[src/rtl/sr_button_ctrl_if.sv]
// rtl/sr_button_ctrl_if.sv - button inputs and S/R command outputs of sr_button_ctrl
interface sr_button_ctrl_if;
  logic set_btn;
  logic rst_btn;
  logic S;
  logic R;
  logic set_lvl;
  logic rst_lvl;
  logic conflict;

  modport master (
    output set_btn,
    output rst_btn,
    input  S,
    input  R,
    input  set_lvl,
    input  rst_lvl,
    input  conflict
  );

  modport slave (
    input  set_btn,
    input  rst_btn,
    output S,
    output R,
    output set_lvl,
    output rst_lvl,
    output conflict
  );
endinterface

[src/rtl/sr_button_ctrl.sv]
// rtl/sr_button_ctrl.sv - synchronise, debounce and edge-detect two buttons into arbitrated S/R pulses
module sr_button_ctrl #(
  parameter int DEBOUNCE_CYCLES = 4,
  parameter int CNT_W           = $clog2(DEBOUNCE_CYCLES)
) (
  input logic         clk,
  input logic         reset,
  sr_button_ctrl_if.slave bus
);

  localparam logic [CNT_W-1:0] CNT_MAX = CNT_W'(DEBOUNCE_CYCLES - 1);

  logic             set_sync1, set_sync2, set_lvl_q;
  logic [CNT_W-1:0] set_cnt;
  logic             rst_sync1, rst_sync2, rst_lvl_q;
  logic [CNT_W-1:0] rst_cnt;

  logic set_flip, rst_flip;
  logic set_press, rst_press;

  logic s_q, r_q, conflict_q;

  // A channel flips its level on the edge its counter saturates; a press is a 0->1 flip.
  always_comb begin
    set_flip  = (set_sync2 != set_lvl_q) && (set_cnt == CNT_MAX);
    rst_flip  = (rst_sync2 != rst_lvl_q) && (rst_cnt == CNT_MAX);
    set_press = set_flip && set_sync2;
    rst_press = rst_flip && rst_sync2;
  end

  always_ff @(posedge clk or negedge reset) begin
    if (!reset) begin
      set_sync1 <= 1'b0;
      set_sync2 <= 1'b0;
      set_cnt   <= '0;
      set_lvl_q <= 1'b0;
    end else begin
      set_sync1 <= bus.set_btn;
      set_sync2 <= set_sync1;
      if (set_sync2 == set_lvl_q) begin
        set_cnt <= '0;
      end else if (set_cnt == CNT_MAX) begin
        set_lvl_q <= set_sync2;
        set_cnt   <= '0;
      end else begin
        set_cnt <= set_cnt + 1'b1;
      end
    end
  end

  always_ff @(posedge clk or negedge reset) begin
    if (!reset) begin
      rst_sync1 <= 1'b0;
      rst_sync2 <= 1'b0;
      rst_cnt   <= '0;
      rst_lvl_q <= 1'b0;
    end else begin
      rst_sync1 <= bus.rst_btn;
      rst_sync2 <= rst_sync1;
      if (rst_sync2 == rst_lvl_q) begin
        rst_cnt <= '0;
      end else if (rst_cnt == CNT_MAX) begin
        rst_lvl_q <= rst_sync2;
        rst_cnt   <= '0;
      end else begin
        rst_cnt <= rst_cnt + 1'b1;
      end
    end
  end

  // Simultaneous presses cancel both commands so the flip-flop never sees S=R=1.
  always_ff @(posedge clk or negedge reset) begin
    if (!reset) begin
      s_q        <= 1'b0;
      r_q        <= 1'b0;
      conflict_q <= 1'b0;
    end else begin
      s_q        <= set_press && !rst_press;
      r_q        <= rst_press && !set_press;
      conflict_q <= set_press && rst_press;
    end
  end

  assign bus.S        = s_q;
  assign bus.R        = r_q;
  assign bus.conflict = conflict_q;
  assign bus.set_lvl  = set_lvl_q;
  assign bus.rst_lvl  = rst_lvl_q;

endmodule
[src/flat_wrapper.sv]
// flat-port wrapper written by rule: the top's interface ports become plain ports
module sr_button_ctrl_flat 
#(
  parameter int DEBOUNCE_CYCLES = 4,
  parameter int CNT_W           = $clog2(DEBOUNCE_CYCLES)
)
  (clk, reset, bus_set_btn, bus_rst_btn, bus_S, bus_R, bus_set_lvl, bus_rst_lvl, bus_conflict);
  sr_button_ctrl_if bus_i ();
  input logic clk;
  input logic reset;
  input wire logic [$bits(bus_i.set_btn)-1:0] bus_set_btn;
  input wire logic [$bits(bus_i.rst_btn)-1:0] bus_rst_btn;
  output wire logic [$bits(bus_i.S)-1:0] bus_S;
  output wire logic [$bits(bus_i.R)-1:0] bus_R;
  output wire logic [$bits(bus_i.set_lvl)-1:0] bus_set_lvl;
  output wire logic [$bits(bus_i.rst_lvl)-1:0] bus_rst_lvl;
  output wire logic [$bits(bus_i.conflict)-1:0] bus_conflict;
  assign bus_i.set_btn = bus_set_btn;
  assign bus_i.rst_btn = bus_rst_btn;
  assign bus_S = bus_i.S;
  assign bus_R = bus_i.R;
  assign bus_set_lvl = bus_i.set_lvl;
  assign bus_rst_lvl = bus_i.rst_lvl;
  assign bus_conflict = bus_i.conflict;
  sr_button_ctrl #(.DEBOUNCE_CYCLES(DEBOUNCE_CYCLES), .CNT_W(CNT_W)) u_core (.clk(clk), .reset(reset), .bus(bus_i));
endmodule
[config.mk]
export PLATFORM = sky130hd
export DESIGN_NAME = sr_button_ctrl_flat
export DESIGN_NICKNAME = d
export VERILOG_FILES = /design/src/rtl/sr_button_ctrl_if.sv /design/src/rtl/sr_button_ctrl.sv /design/src/flat_wrapper.sv
export SDC_FILE = /design/constraint.sdc
export NUM_CORES = 1
export LEC_CHECK = 0
export CAP_MARGIN = 5
export CORE_AREA = 10 10 47 49
export CTS_BUF_LIST = sky130_fd_sc_hd__clkbuf_4
export DETAILED_ROUTE_END_ITERATION = 10
export DIE_AREA = 0 0 57 59
export GPL_ROUTABILITY_DRIVEN = 1
export HOLD_SLACK_MARGIN = 0.12
export PLACE_DENSITY = 0.58
export SYNTH_ARGS = -nofsm -noshare
export SYNTH_HDL_FRONTEND = slang
export SYNTH_SLANG_ARGS = --single-unit
[constraint.sdc]
create_clock -name clk -period 1.2 [get_ports clk]
set_clock_uncertainty 0.15 [all_clocks]
set_input_delay 0.24 -clock clk [delete_from_list [all_inputs] [get_ports clk]]
set_output_delay 0.24 -clock clk [all_outputs]
set_load 0.02 [all_outputs]
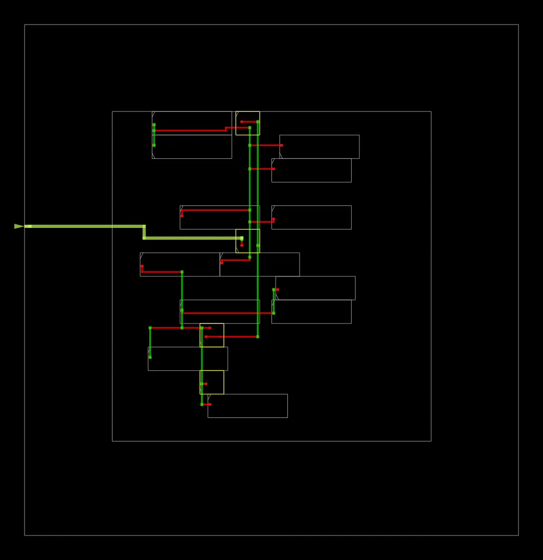
*Clock routing*
Num CTS Buffers: 3
clk latency late pin: 270 ps

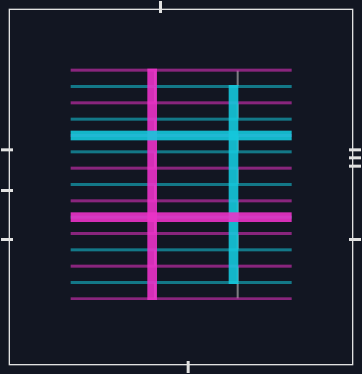
*Supply network*
Drawn at 6 px/µm. Pins as bars on the die edge. Tap cells in gray.
VSS: marked magenta. VDD: marked cyan.
16 tap cells. 2 straps on met4. 2 straps on met5. The core has 14 rows. 9 signal pins sit on the boundary.
die boundary height: 59 µm
worst supply voltage drop on vdd: 0.000937 V
core region area: 1400 µm²
die width: 57 µm

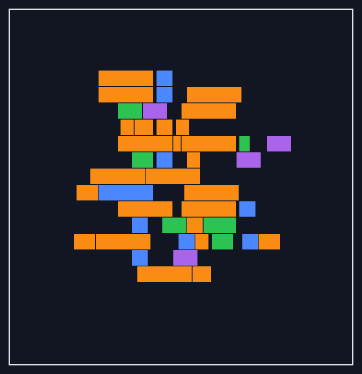
*Sizing map*
Drawn at 6 px/µm.
x2: marked green, cells 6, share 14%. x1 and smaller: marked orange, cells 25, share 57%, most used dfrtp_1. x3 and x4: marked blue, cells 9, share 20%. x6 and larger: marked purple, cells 4, share 9.1%, most used buf_6.

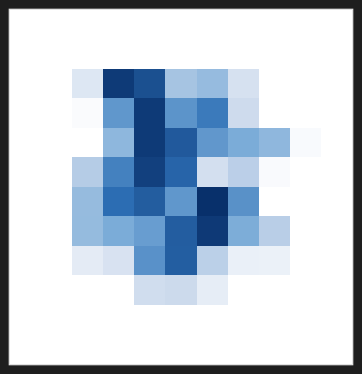
*Cell density map*
Drawn at 6 px/µm. 11 x 12 tiles, from white (low) to dark blue (high), 0 to 100% covered.
63% of the tiles are nearly empty. The emptiest ninth of the die: bottom right. The mean over all tiles is 18%. 9.8% of the tiles are over 75% full. The fullest tile reaches 100%. The densest ninth of the die: middle.
final core area utilization: 0.449
fp_density: 0.324

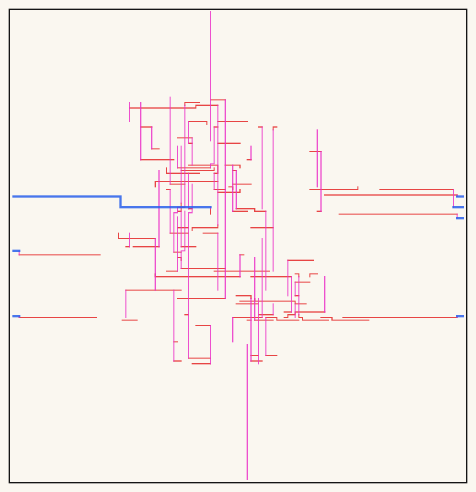
*Signal wires by layer*
Drawn at 8 px/µm.
M2: marked magenta, wire length 367 µm. M3: marked blue, wire length 30.6 µm. M1: marked red, wire length 300 µm.

## per-layer routing
layer,GRT usage,share of wire,vias up
met5,0,0,-
met4,0.0403,0,0
met3,0.0193,0.043,0
met2,0.0806,0.53,7
met1,0.0453,0.43,128
li1,-,-,124
## synthesized netlist by cell type
| cell | instances |
|---|---|
| sky130_fd_sc_hd__xnor2_1 | 2 |
| sky130_fd_sc_hd__ha_1 | 2 |
| sky130_fd_sc_hd__nand3b_1 | 2 |
| sky130_fd_sc_hd__dfrtp_1 | 13 |
| sky130_fd_sc_hd__nor2_1 | 1 |
| sky130_fd_sc_hd__nor2b_1 | 4 |
| sky130_fd_sc_hd__nor3_2 | 2 |
| sky130_fd_sc_hd__mux2_2 | 2 |
## layout make-up
class                           count  area share
Clock buffer                        4      0.0477
Sequential cell                    13       0.517
Timing Repair Buffer               12       0.175
Multi-Input combinational cell     15       0.229
Tap cell                           16      0.0318
## kinds of logic after synthesis
| kind of cell | count (synthesis) | synth area share |
|---|---|---|
| muxes | 2 | 0.0496 |
| DFF | 13 | 0.716 |
| adders and majority gates | 2 | 0.0551 |
| xor gates and xnor gates | 2 | 0.0386 |
| and+or+nand+nor | 9 | 0.140 |
## sequential cells by signal, indices dropped and copies added (netlist names)
register,count
u_core.set_sync2,1
u_core.rst_cnt,2
u_core.bus.set_lvl,1
u_core.set_cnt,2
u_core.rst_sync2,1
u_core.bus.conflict,1
u_core.bus.S,1
u_core.set_sync1,1
u_core.rst_sync1,1
u_core.bus.rst_lvl,1
u_core.bus.R,1
## power by group
group          switching [mW]  total, mW  internal (mW)
Sequential             0.0707      0.610          0.539
Clock                   0.131      0.282          0.151
Combinational           0.194      0.475          0.281
Total                   0.396       1.37          0.971
## what timing repair did
action / in CTS / in global routing
pin swaps: 0 / 1
setup endpoints to repair: 6 / 7
buffers inserted: 0 / 2
resized: 23 / 8
## through the flow
stage	area [µm²]	TNS (ps)	hold WS (ps)
after floorplan	454	0	-206
after global placement	569	-564	183
after detailed placement	569	-632	192
after CTS	583	-49.0	123
after global routing	629	-23.1	134
final	629	0	122
## worst paths after layout
path | start | endpoint
setup / recovery | u_core.bus.rst_lvl$_DFFE_PN0P_ | bus_rst_lvl
hold / removal | reset | u_core.bus.rst_lvl$_DFFE_PN0P_
setup reg to reg | u_core.set_cnt[0]$_DFF_PN0_ | u_core.bus.set_lvl$_DFFE_PN0P_
hold reg to reg | u_core.set_sync1$_DFF_PN0_ | u_core.set_sync2$_DFF_PN0_
max in group asynchronous | reset | u_core.rst_sync2$_DFF_PN0_
min in group clk | u_core.set_sync1$_DFF_PN0_ | u_core.set_sync2$_DFF_PN0_
==> metrics.csv <==
metric,value,unit
worst min path class,in2async,
standard-cell rows,14,
average cell area after synthesis,16.2,µm²
number of filler cells placed in the layout,130,
cell with the largest stage delay on the worst path,sky130_fd_sc_hd__dfrtp_1,
netlist area before placement,454,µm²
total area of sequential cells,325,µm²
post-DR wirelength/cell,11.6,µm
most area-hungry cell type in the Yosys netlist,sky130_fd_sc_hd__dfrtp_1,
detailed-route vias per instance,4.32,
Iter 0 DRT Violations,4,
Setup crit start kind,register,
Clock Sinks,13,
register-to-register setup slack,50,ps
number of antenna violations at the first check in global routing,0,
number of nets with antenna violations after routing,0,
DRC errors left,0,
top logic cells by instance count in the layout,"sky130_fd_sc_hd__dfrtp_1, sky130_fd_sc_hd__nor2b_1, sky130_fd_sc_hd__clkbuf_4, sky130_fd_sc_hd__buf_6, sky130_fd_sc_hd__buf_4",
cells along the critical path,buf_6,
final worst-path cycle share,0.995,
global placer's final weighted congestion,0.736,
"Setup violations, final",0,
CTS hold repair buffers,0,
Pwr Density,2170,nW/µm²
worst slew margin relative to its limit,0.841,
run status,completed,
worst-case setup slack after placement,-183,ps
instance count of the mapped netlist,28,
routed vias,259,
cell total in the yosys stat output,28,
Detail Placement HPWL,543,µm
data required time of the critical path,810,ps
vias in the first global route,302,
Worst Reg-to-Reg Cells,2,
critical setup path kind,reg2out,
largest delay contributor family on the critical path,flip-flops,
Power is estimated from default activity; no workload was simulated.
